## config.mk

```make
export PLATFORM = sky130hd
export DESIGN_NAME = timer_arbiter_flat
export DESIGN_NICKNAME = d
export VERILOG_FILES = /design/src/rtl/timer_arbiter_pkg.sv /design/src/rtl/timer_arbiter_if.sv /design/src/rtl/timer_arbiter_prio_pick.sv /design/src/rtl/timer_arbiter.sv /design/src/flat_wrapper.sv
export SDC_FILE = /design/constraint.sdc
export NUM_CORES = 1
export LEC_CHECK = 0
export CAP_MARGIN = 25
export CORE_MARGIN = 1.5
export CORE_UTILIZATION = 40
export CTS_CLUSTER_DIAMETER = 80
export DETAILED_ROUTE_END_ITERATION = 8
export HOLD_SLACK_MARGIN = 0.15
export PLACE_DENSITY = 0.74
export SLEW_MARGIN = 20
export SYNTH_ARGS = -nofsm -noshare
export SYNTH_HDL_FRONTEND = slang
export SYNTH_SLANG_ARGS = --single-unit
```

## constraint.sdc

```tcl
create_clock -name clock -period 3.11 [get_ports clock]
set_clock_uncertainty 0.05 [all_clocks]
set_input_delay 0.4665 -clock clock [delete_from_list [all_inputs] [get_ports clock]]
set_output_delay 0.4665 -clock clock [all_outputs]
set_load 0.02 [all_outputs]
```

## src/rtl/timer_arbiter_pkg.sv

```systemverilog
// Shared codes for the timer arbiter: interval codes, requester indices and FSM state encoding.
package timer_arbiter_pkg;

    localparam int unsigned INT_ARM_DELAY    = 0;
    localparam int unsigned INT_DRIVER_DELAY = 1;
    localparam int unsigned INT_PASS_DELAY   = 2;
    localparam int unsigned INT_ALARM_ON     = 3;

    localparam int unsigned REQ_MAIN  = 0;
    localparam int unsigned REQ_ARM   = 1;
    localparam int unsigned REQ_PUMP  = 2;
    localparam int unsigned REQ_SPARE = 3;

    typedef enum logic [2:0] {
        StIdle  = 3'd0,
        StFetch = 3'd1,
        StLoad  = 3'd2,
        StRun   = 3'd3,
        StDone  = 3'd4
    } arb_state_e;

endpackage

```

## src/rtl/timer_arbiter_if.sv

```systemverilog
// Requester / parameter-table / timer signal bundle around the timer arbiter.
interface timer_arbiter_if #(
    parameter int unsigned NREQ  = 4,
    parameter int unsigned IDX_W = 2,
    parameter int unsigned VAL_W = 4
) ();
    logic [NREQ-1:0]       req;
    logic [NREQ*IDX_W-1:0] req_idx;
    logic [NREQ-1:0]       cancel;
    logic [VAL_W-1:0]      param_value;
    logic                  timer_expired;
    logic [IDX_W-1:0]      interval;
    logic                  start_timer;
    logic [VAL_W-1:0]      load_value;
    logic [NREQ-1:0]       owner;
    logic [NREQ-1:0]       done;
    logic                  busy;

    // Environment side: requesters, parameter table and timer.
    modport master (
        output req, req_idx, cancel, param_value, timer_expired,
        input  interval, start_timer, load_value, owner, done, busy
    );

    modport slave (
        input  req, req_idx, cancel, param_value, timer_expired,
        output interval, start_timer, load_value, owner, done, busy
    );
endinterface

```

## src/rtl/timer_arbiter_prio_pick.sv

```systemverilog
// Fixed-priority selector: lowest set bit wins; returns one-hot grant and its binary index.
module timer_arbiter_prio_pick #(
    parameter int unsigned N  = 4,
    parameter int unsigned IW = 2
) (
    input  logic [N-1:0]  vec,
    output logic [N-1:0]  onehot,
    output logic [IW-1:0] index,
    output logic          any
);

    always_comb begin
        onehot = '0;
        index  = '0;
        for (int i = N - 1; i >= 0; i--) begin
            if (vec[i]) begin
                onehot    = '0;
                onehot[i] = 1'b1;
                index     = IW'(i);
            end
        end
    end

    assign any = |vec;

endmodule

```

## src/rtl/timer_arbiter.sv

```systemverilog
// Shares one countdown timer and the time-parameter table between several sequencers.
// Optional TIMER_ARB_PREEMPT_EN: a higher-priority pending request aborts a lower-priority run.
module timer_arbiter
    import timer_arbiter_pkg::*;
#(
    parameter int unsigned NREQ  = 4,
    parameter int unsigned IDX_W = 2,
    parameter int unsigned VAL_W = 4
) (
    input logic            clock,
    input logic            reset,
    timer_arbiter_if.slave bus
);

    localparam int unsigned IW = (NREQ > 1) ? $clog2(NREQ) : 1;

    arb_state_e       state_q, state_d;
    logic [NREQ-1:0]  pending_q, pending_d;
    logic [NREQ-1:0]  owner_q, owner_d;
    logic [IDX_W-1:0] interval_q, interval_d;
    logic             first_q, first_d;
    logic [IDX_W-1:0] idx_q [NREQ];

    logic [NREQ-1:0]  eligible;
    logic [NREQ-1:0]  pick_oh;
    logic [IW-1:0]    pick_idx;
    logic             pick_any;
    logic [NREQ-1:0]  grant_clr;
    logic [NREQ-1:0]  repend;
    logic             retrig;
    logic             cancel_owner;
    logic             req_owner;
    logic [IDX_W-1:0] own_req_idx;

    // A request cancelled in the same cycle is never eligible for a grant.
    assign eligible     = pending_q & ~bus.cancel;
    assign cancel_owner = |(bus.cancel & owner_q);
    assign req_owner    = |(bus.req & owner_q & ~bus.cancel);

    timer_arbiter_prio_pick #(
        .N  (NREQ),
        .IW (IW)
    ) u_prio_pick (
        .vec    (eligible),
        .onehot (pick_oh),
        .index  (pick_idx),
        .any    (pick_any)
    );

    always_comb begin
        own_req_idx = '0;
        for (int i = 0; i < NREQ; i++) begin
            if (owner_q[i]) begin
                own_req_idx = bus.req_idx[i*IDX_W +: IDX_W];
            end
        end
    end

    always_comb begin
        state_d    = state_q;
        owner_d    = owner_q;
        interval_d = interval_q;
        first_d    = 1'b0;
        grant_clr  = '0;
        repend     = '0;
        retrig     = 1'b0;
        unique case (state_q)
            StIdle: begin
                if (pick_any) begin
                    owner_d    = pick_oh;
                    interval_d = idx_q[pick_idx];
                    grant_clr  = pick_oh;
                    state_d    = StFetch;
                end
            end
            StFetch: begin
                if (cancel_owner) begin
                    owner_d = '0;
                    state_d = StIdle;
                end else begin
                    state_d = StLoad;
                end
            end
            StLoad: begin
                if (cancel_owner) begin
                    owner_d = '0;
                    state_d = StIdle;
                end else if (bus.param_value == '0) begin
                    state_d = StDone;
                end else begin
                    first_d = 1'b1;
                    state_d = StRun;
                end
            end
            StRun: begin
                if (cancel_owner) begin
                    owner_d = '0;
                    state_d = StIdle;
                end else if (req_owner) begin
                    retrig     = 1'b1;
                    interval_d = own_req_idx;
                    state_d    = StFetch;
`ifdef TIMER_ARB_PREEMPT_EN
                end else if (pick_any && ((pick_oh & (owner_q - NREQ'(1))) != '0)) begin
                    repend     = owner_q;
                    owner_d    = pick_oh;
                    interval_d = idx_q[pick_idx];
                    grant_clr  = pick_oh;
                    state_d    = StFetch;
`endif
                end else if (!first_q && bus.timer_expired) begin
                    // First RUN cycle still sees the previous run's expired level.
                    state_d = StDone;
                end
            end
            StDone: begin
                owner_d = '0;
                state_d = StIdle;
            end
            default: begin
                owner_d = '0;
                state_d = StIdle;
            end
        endcase

        pending_d = ((pending_q & ~grant_clr) | repend | (bus.req & ~(retrig ? owner_q : '0)))
                    & ~bus.cancel;
    end

    always_ff @(posedge clock or posedge reset) begin
        if (reset) begin
            state_q    <= StIdle;
            pending_q  <= '0;
            owner_q    <= '0;
            interval_q <= '0;
            first_q    <= 1'b0;
        end else begin
            state_q    <= state_d;
            pending_q  <= pending_d;
            owner_q    <= owner_d;
            interval_q <= interval_d;
            first_q    <= first_d;
        end
    end

    always_ff @(posedge clock or posedge reset) begin
        if (reset) begin
            for (int i = 0; i < NREQ; i++) begin
                idx_q[i] <= '0;
            end
        end else begin
            for (int i = 0; i < NREQ; i++) begin
                if (bus.req[i] && !bus.cancel[i]) begin
                    idx_q[i] <= bus.req_idx[i*IDX_W +: IDX_W];
                end
            end
        end
    end

    assign bus.start_timer = (state_q == StLoad) && !cancel_owner && (bus.param_value != '0);
    assign bus.load_value  = bus.start_timer ? bus.param_value : '0;
    assign bus.done        = (state_q == StDone) ? owner_q : '0;
    assign bus.busy        = (state_q != StIdle);
    assign bus.owner       = owner_q;
    assign bus.interval    = interval_q;

endmodule

```

## src/flat_wrapper.sv

```systemverilog
// flat-port wrapper written by rule: the top's interface ports become plain ports
module timer_arbiter_flat import timer_arbiter_pkg::*;
#(
    parameter int unsigned NREQ  = 4,
    parameter int unsigned IDX_W = 2,
    parameter int unsigned VAL_W = 4
)
  (clock, reset, bus_req, bus_req_idx, bus_cancel, bus_param_value, bus_timer_expired, bus_interval, bus_start_timer, bus_load_value, bus_owner, bus_done, bus_busy);
  timer_arbiter_if #(.NREQ(NREQ), .IDX_W(IDX_W), .VAL_W(VAL_W)) bus_i ();
  input logic clock;
  input logic reset;
  input wire logic [$bits(bus_i.req)-1:0] bus_req;
  input wire logic [$bits(bus_i.req_idx)-1:0] bus_req_idx;
  input wire logic [$bits(bus_i.cancel)-1:0] bus_cancel;
  input wire logic [$bits(bus_i.param_value)-1:0] bus_param_value;
  input wire logic [$bits(bus_i.timer_expired)-1:0] bus_timer_expired;
  output wire logic [$bits(bus_i.interval)-1:0] bus_interval;
  output wire logic [$bits(bus_i.start_timer)-1:0] bus_start_timer;
  output wire logic [$bits(bus_i.load_value)-1:0] bus_load_value;
  output wire logic [$bits(bus_i.owner)-1:0] bus_owner;
  output wire logic [$bits(bus_i.done)-1:0] bus_done;
  output wire logic [$bits(bus_i.busy)-1:0] bus_busy;
  assign bus_i.req = bus_req;
  assign bus_i.req_idx = bus_req_idx;
  assign bus_i.cancel = bus_cancel;
  assign bus_i.param_value = bus_param_value;
  assign bus_i.timer_expired = bus_timer_expired;
  assign bus_interval = bus_i.interval;
  assign bus_start_timer = bus_i.start_timer;
  assign bus_load_value = bus_i.load_value;
  assign bus_owner = bus_i.owner;
  assign bus_done = bus_i.done;
  assign bus_busy = bus_i.busy;
  timer_arbiter #(.NREQ(NREQ), .IDX_W(IDX_W), .VAL_W(VAL_W)) u_core (.clock(clock), .reset(reset), .bus(bus_i));
endmodule
```

Fig. 1: run 1, clock wires, drivers and flops
Drawn at 10 px/um.
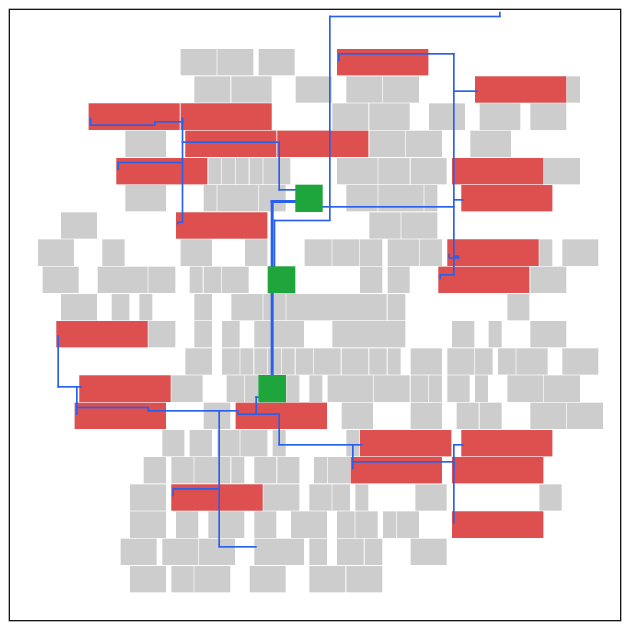
Key: green = clock drivers [count 3]; blue = clock wires [length 266 um]; red = flip-flops [count 22]
There are 4 routed clock nets.

Fig. 2: run 1, supply network
Drawn at 8 px/um. Pins as bars on the die edge.
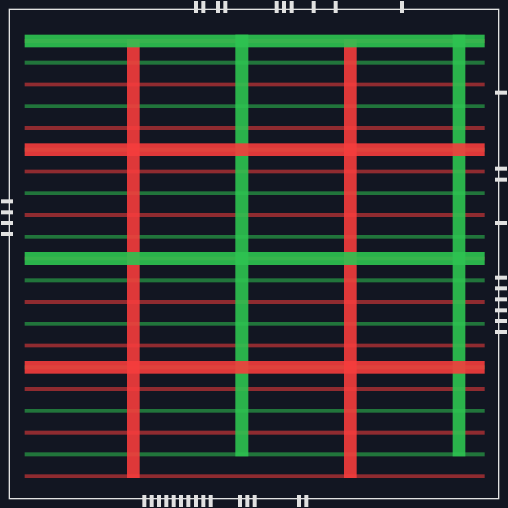
Key: red = VSS; green = VDD
4 straps on met5. The core has 20 rows. 4 straps on met4. 39 signal pins sit on the boundary. 21 met1 rails follow the rows.

Fig. 3: run 1, routed metal, one color a layer
Drawn at 10 px/um. Only two layers are drawn.
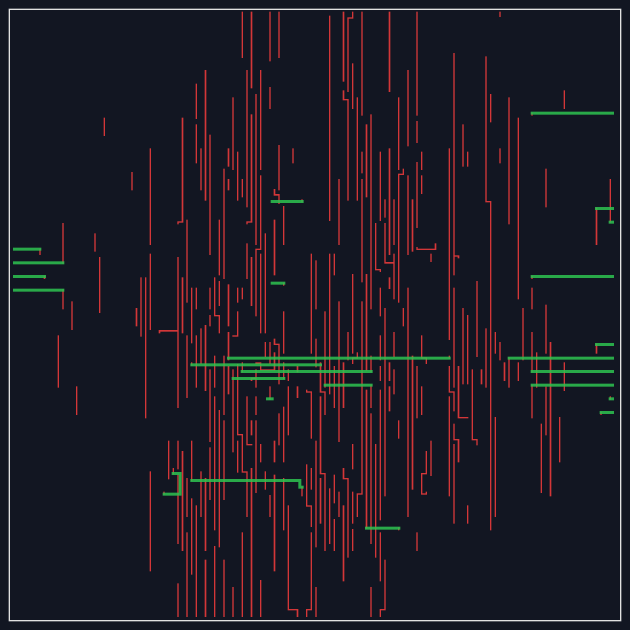
Key: red = metal 2 [wire length 1,570 um]; green = metal 3 [wire length 144 um]

==> impl_metrics.env, run 1 <==
# flow metrics
export IMPL_status="complete, no violations"
export IMPL_area_growth_pct=35.9
export IMPL_fin_area_um2=1830
export IMPL_dr_wl_met2_um=1570
export IMPL_tritoncts="done"
export IMPL_routed_top_layer="met4"
export IMPL_crit_top_cell="clkdlybuf4s50_1"
export IMPL_fmax_mhz=336
export IMPL_syn_nets=160
export IMPL_io_buffer_count=38
export IMPL_dr_total_vias=1210
export IMPL_place_area_um2=1790
export IMPL_cts_root_buffer="clkbuf_4"
export IMPL_synthTopCellsByCount="22 x dfrtp_1, 13 x nand2_1, 10 x nor2b_1"
export IMPL_r2r_end="u_core.bus.owner[0]"
export IMPL_synth_distinct_cells=34
export IMPL_wl_um=3260
export IMPL_top_cell="dfrtp_1"
export IMPL_post_route_period_util=0.957
export IMPL_pwr_share_seq=0.339
export IMPL_largest_class="multi-input combinational cells"
export IMPL_io_pins=39
export IMPL_cts_sinks=22
export IMPL_ff_count=22
export IMPL_syn_area_per_cell_um2=9.82
export IMPL_hold_end="u_core.idx_q[5]"
export IMPL_whs_ns=0.474
export IMPL_ys_sh_aoi=0.207
export IMPL_power_w=0.00138
export IMPL_p_int_w=0.000794
export IMPL_clk_path_buf_depth=2
export IMPL_gp_congestion=0.861
export IMPL_r2r_slack_ns=1.27
export IMPL_min_path_type="reg2reg"
export IMPL_largest_reg_flops=8
export IMPL_rr_startpoint="u_core.bus.owner[1]"
export IMPL_crit_path_start_kind="primary input"
export IMPL_synthXorXnorAreaFrac=0
export IMPL_relSlewSlack=0.433
export IMPL_reg2regPathDepth=6
export IMPL_buf_share=0.216
export IMPL_p_comb_w=0.000752
export IMPL_p_comb_frac=0.545
export IMPL_crit_chain="clkdlybuf4s50_1, a22oi_1, nand3b_1, nor2b_1, and2_1, clkdlybuf4s50_1"
export IMPL_place_ws_ns=0.154
export IMPL_taps=44
export IMPL_cp_startpoint="bus_cancel[0]"
export IMPL_setup_tns_ns=0
export IMPL_p_seq_w=0.000468
export IMPL_grt_pass1_wl_um=5350
export IMPL_wl_met3_um=143
export IMPL_use_met1=0.283
export IMPL_grt_busiest_layer="met2"
export IMPL_hold_viol=0
export IMPL_path_depth=6
export IMPL_hold_depth=1
export IMPL_logic_gates=105
export IMPL_grt_pass1_vias=1137
export IMPL_top_register="u_core.idx_q"
export IMPL_setup_worst_path_end="bus_load_value[2]"
export IMPL_gr_usage_all_layers=0.196
export IMPL_ir_drop_mv=0.448
export IMPL_worstPathArrival_ns=2.46
export IMPL_edf_count=0
export IMPL_ff_type="dfrtp_1"
export IMPL_clk_share=0.0198
export IMPL_drt_initial_drc_count=80
export IMPL_clk_pin_slew_ns=0.12
export IMPL_lay_top_cells="38 x clkdlybuf4s50_1, 22 x dfrtp_1, 13 x nand2_1, 10 x nor2b_1"
export IMPL_fin_util=0.584
export IMPL_die_h_um=61.0
export IMPL_cp_slowest_stage_delay_ns=0.60
export IMPL_power_density_nw_per_um2=756
export IMPL_rsz0062_at_grt="false"
export IMPL_syn_area_um2=1350
export IMPL_met3_usage=0.0426
export IMPL_ys_sh_adder=0
export IMPL_warning_count=26
export IMPL_register_area_um2=551
export IMPL_largest_area_cell="dfrtp_1"
export IMPL_required_ns=2.59
export IMPL_inverters=9
export IMPL_pg_clk_w=0.000161
export IMPL_hpwl_um=2710
export IMPL_p_leak_nw=0.776
export IMPL_ant_nets=0
export IMPL_gr_usage_met2=0.293
export IMPL_topCellsByArea="dfrtp_1 41%, mux2_2 6.7%, nor2b_1 4.7%, nand2_1 3.6%, mux2i_1 3.0%"
export IMPL_fp_util=0.430
export IMPL_yosys_cells=137
export IMPL_viasPerCell=5.40
export IMPL_die_area_um2=3720
export IMPL_final_cells=224
export IMPL_layout_cells_most_common="clkdlybuf4s50_1"
export IMPL_signal_buffers=40
export IMPL_antennaDiodeCount=0
export IMPL_cpMaxStageDelayCell="clkdlybuf4s50_1"
export IMPL_switchingPower_w=0.000587
export IMPL_yosysTopAreaCellShare=0.409
export IMPL_layout_drive_gt1_share=0.128
export IMPL_maxPowerGroup="combinational cells"
==> run 2, diff against run 1 <==
--- a/config.mk
+++ b/config.mk
@@ -6,12 +6,11 @@
 export NUM_CORES = 1
 export LEC_CHECK = 0
 export CAP_MARGIN = 25
-export CORE_MARGIN = 1.5
-export CORE_UTILIZATION = 40
+export CORE_UTILIZATION = 50
 export CTS_CLUSTER_DIAMETER = 80
 export DETAILED_ROUTE_END_ITERATION = 8
 export HOLD_SLACK_MARGIN = 0.15
-export PLACE_DENSITY = 0.74
+export PLACE_DENSITY = 0.89
 export SLEW_MARGIN = 20
 export SYNTH_ARGS = -nofsm -noshare
 export SYNTH_HDL_FRONTEND = slang
Fig. 4: run 2, clock wires, drivers and flops
Drawn at 12 px/um.
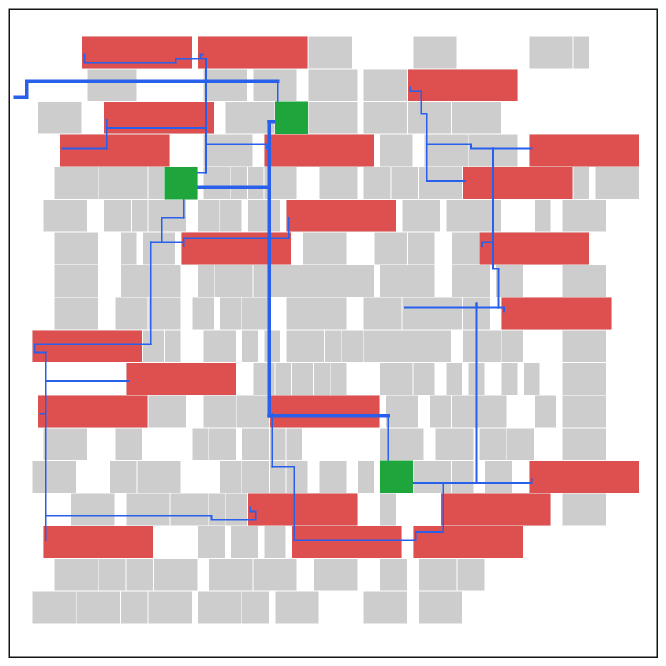
P_clk: 0.000169 W
clock network power share: 0.121

Fig. 5: run 2, congestion heat map
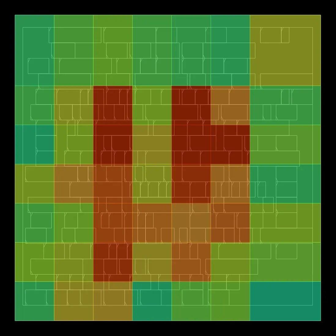
met3 Use GR: 0.0621
GRT busiest layer: met2
GR Util All Layers: 0.267

==> run 2 against run 1 <==
  * Largest cell class unchanged
  * Power is 0.80% higher
  * Critical endpoint is now bus_load_value[3]
  * Combinational power about the same
  * Final cell count decreased by 6.7%
  * Critical path depth did not move
  * Synthesized area is the same
==> impl_metrics.env, run 2 <==
# flow metrics
export IMPL_ys_sh_aoi=0.207
export IMPL_largest_class="multi-input combinational cells"
export IMPL_relSlewSlack=0.427
export IMPL_cts_root_buffer="clkbuf_4"
export IMPL_p_comb_w=0.000749
export IMPL_hpwl_um=2740
export IMPL_ir_drop_mv=0.549
export IMPL_p_int_w=0.000786
export IMPL_fp_util=0.538
export IMPL_rsz0062_at_grt="false"
export IMPL_layout_cells_most_common="clkdlybuf4s50_1"
export IMPL_io_pins=39
export IMPL_viasPerCell=5.87
export IMPL_reg2regPathDepth=6
export IMPL_use_met1=0.336
export IMPL_setup_worst_path_end="bus_load_value[3]"
export IMPL_dr_total_vias=1227
export IMPL_ys_sh_adder=0
export IMPL_fmax_mhz=335
export IMPL_taps=30
export IMPL_drt_initial_drc_count=44
export IMPL_yosys_cells=137
export IMPL_clk_path_buf_depth=2
export IMPL_crit_chain="clkdlybuf4s50_1, a22oi_1, nand3b_1, nor2b_2, and2_1, clkdlybuf4s50_1"
export IMPL_status="complete, no violations"
export IMPL_switchingPower_w=0.000606
export IMPL_crit_path_start_kind="primary input"
export IMPL_p_seq_w=0.000474
export IMPL_ff_count=22
export IMPL_place_ws_ns=0.0101
export IMPL_r2r_end="u_core.bus.interval[1]"
export IMPL_inverters=9
export IMPL_largest_area_cell="dfrtp_1"
export IMPL_edf_count=0
export IMPL_logic_gates=105
export IMPL_synth_distinct_cells=34
export IMPL_grt_pass1_vias=1166
export IMPL_syn_area_um2=1350
export IMPL_warning_count=26
export IMPL_gp_congestion=0.863
export IMPL_dr_wl_met2_um=1680
export IMPL_syn_nets=160
export IMPL_required_ns=2.59
export IMPL_clk_share=0.0200
export IMPL_lay_top_cells="38 x clkdlybuf4s50_1, 22 x dfrtp_1, 13 x nand2_1, 9 x nor2b_1"
export IMPL_fin_area_um2=1810
export IMPL_hold_viol=0
export IMPL_final_cells=209
export IMPL_topCellsByArea="dfrtp_1 41%, mux2_2 6.7%, nor2b_1 4.7%, nand2_1 3.6%, mux2i_1 3.0%"
export IMPL_routed_top_layer="met4"
export IMPL_fin_util=0.724
export IMPL_top_cell="dfrtp_1"
export IMPL_area_growth_pct=34.6
export IMPL_synthXorXnorAreaFrac=0
export IMPL_wl_met3_um=245
export IMPL_synthTopCellsByCount="22 x dfrtp_1, 13 x nand2_1, 10 x nor2b_1"
export IMPL_hold_end="u_core.idx_q[7]"
export IMPL_post_route_period_util=0.959
export IMPL_tritoncts="done"
export IMPL_setup_tns_ns=0
export IMPL_rr_startpoint="u_core.state_q[2]"
export IMPL_path_depth=6
export IMPL_r2r_slack_ns=1.28
export IMPL_largest_reg_flops=8
export IMPL_place_area_um2=1770
export IMPL_yosysTopAreaCellShare=0.409
export IMPL_top_register="u_core.idx_q"
export IMPL_io_buffer_count=38
export IMPL_whs_ns=0.485
export IMPL_cp_startpoint="bus_cancel[2]"
export IMPL_power_w=0.00139
export IMPL_buf_share=0.214
export IMPL_maxPowerGroup="combinational cells"
==> run 3, diff against run 2 <==
--- a/config.mk
+++ b/config.mk
@@ -5,7 +5,7 @@
 export SDC_FILE = /design/constraint.sdc
 export NUM_CORES = 1
 export LEC_CHECK = 0
-export CAP_MARGIN = 25
+export CAP_MARGIN = 20
 export CORE_UTILIZATION = 50
 export CTS_CLUSTER_DIAMETER = 80
 export DETAILED_ROUTE_END_ITERATION = 8
Fig. 6: run 3, routed metal, one color a layer
Drawn at 12 px/um. Only two layers are drawn.
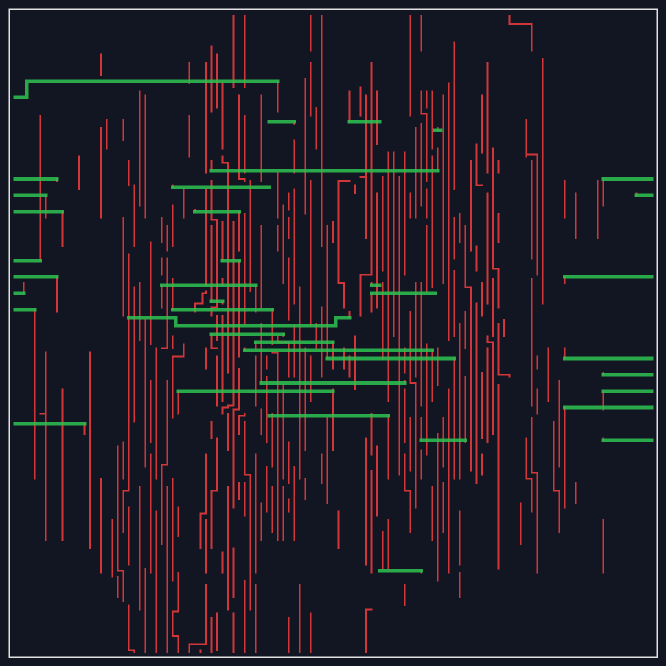
Key: red = metal 2 [wire length 1,680 um]; green = metal 3 [wire length 246 um]

Fig. 7: run 3, congestion heat map
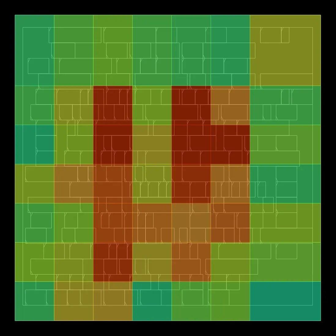
met1 Use GR: 0.336
post-layout util: 0.724

==> run 3 against run 2 <==
  * Core utilization unchanged
  * Flip-flop count unchanged
  * Worst hold slack unchanged
  * Routed wire length unchanged
  * Critical path type unchanged
==> impl_metrics.env, run 3 <==
# flow metrics
export IMPL_taps=30
export IMPL_tritoncts="done"
export IMPL_p_int_w=0.000786
export IMPL_ys_sh_aoi=0.207
export IMPL_yosysTopAreaCellShare=0.409
export IMPL_p_comb_w=0.000749
export IMPL_clk_pin_slew_ns=0.13
export IMPL_edf_count=0
export IMPL_register_area_um2=551
export IMPL_lay_top_cells="38 x clkdlybuf4s50_1, 22 x dfrtp_1, 13 x nand2_1, 9 x nor2b_1"
export IMPL_post_route_period_util=0.959
export IMPL_grt_pass1_wl_um=5440
export IMPL_layout_cells_most_common="clkdlybuf4s50_1"
export IMPL_wl_um=3480
export IMPL_ff_count=22
export IMPL_dr_wl_met2_um=1680
export IMPL_cts_root_buffer="clkbuf_4"
export IMPL_largest_reg_flops=8
export IMPL_worstPathArrival_ns=2.46
export IMPL_die_h_um=53.9
export IMPL_crit_top_cell="clkdlybuf4s50_1"
export IMPL_syn_nets=160
export IMPL_whs_ns=0.485
export IMPL_hold_viol=0
export IMPL_wl_met3_um=245
export IMPL_power_density_nw_per_um2=769
export IMPL_rsz0062_at_grt="false"
export IMPL_status="complete, no violations"
export IMPL_clk_share=0.0200
export IMPL_p_comb_frac=0.538
export IMPL_hold_depth=1
export IMPL_crit_path_start_kind="primary input"
export IMPL_fin_area_um2=1810
export IMPL_logic_gates=105
export IMPL_r2r_slack_ns=1.28
export IMPL_inverters=9
export IMPL_signal_buffers=39
export IMPL_cp_startpoint="bus_cancel[2]"
export IMPL_fp_util=0.538
export IMPL_io_buffer_count=38
export IMPL_crit_chain="clkdlybuf4s50_1, a22oi_1, nand3b_1, nor2b_2, and2_1, clkdlybuf4s50_1"
export IMPL_switchingPower_w=0.000606
export IMPL_required_ns=2.59
export IMPL_ir_drop_mv=0.549
export IMPL_setup_worst_path_end="bus_load_value[3]"
export IMPL_top_cell="dfrtp_1"
export IMPL_grt_busiest_layer="met2"
export IMPL_ff_type="dfrtp_1"
export IMPL_syn_area_per_cell_um2=9.82
export IMPL_cp_slowest_stage_delay_ns=0.61
export IMPL_ys_sh_adder=0
export IMPL_setup_tns_ns=0
export IMPL_reg2regPathDepth=6
export IMPL_power_w=0.00139
export IMPL_dr_total_vias=1227
export IMPL_relSlewSlack=0.427
export IMPL_synthTopCellsByCount="22 x dfrtp_1, 13 x nand2_1, 10 x nor2b_1"
export IMPL_synthXorXnorAreaFrac=0
export IMPL_cpMaxStageDelayCell="clkdlybuf4s50_1"
export IMPL_final_cells=209
export IMPL_syn_area_um2=1350
export IMPL_routed_top_layer="met4"
export IMPL_rr_startpoint="u_core.state_q[2]"
export IMPL_layout_drive_gt1_share=0.134
export IMPL_pg_clk_w=0.000169
export IMPL_largest_area_cell="dfrtp_1"
export IMPL_gp_congestion=0.863
export IMPL_gr_usage_met2=0.436
export IMPL_buf_share=0.214
export IMPL_clk_path_buf_depth=2
export IMPL_path_depth=6
export IMPL_p_clk_frac=0.121
export IMPL_viasPerCell=5.87
export IMPL_synth_distinct_cells=34
export IMPL_min_path_type="reg2reg"
export IMPL_cts_sinks=22
export IMPL_coreArea_um2=2500
export IMPL_fmax_mhz=335
export IMPL_area_growth_pct=34.6
export IMPL_antennaDiodeCount=0
export IMPL_ant_nets=0
export IMPL_place_area_um2=1770
export IMPL_p_seq_w=0.000474

==> screenshots <==
Local utilization.
panel A
Drawn at 4 px/um. The die is cut into 11 by 11 equal tiles; white is low, dark blue is high, 0 to 100% covered.
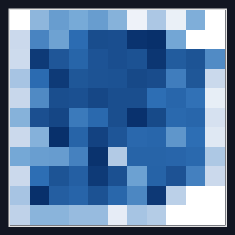
panel B
Drawn at 4 px/um. The die is cut into 6 by 6 equal tiles; white is low, dark blue is high, 0 to 100% covered.
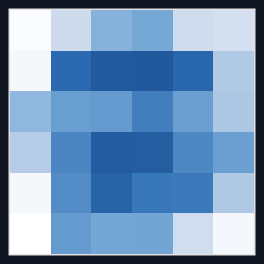
panel B: run 1
panel A: run 3
Of these, largest die: panel B
Of these, highest utilization: panel A

Power figures rest on the tool's default switching activity, not on a simulated workload.
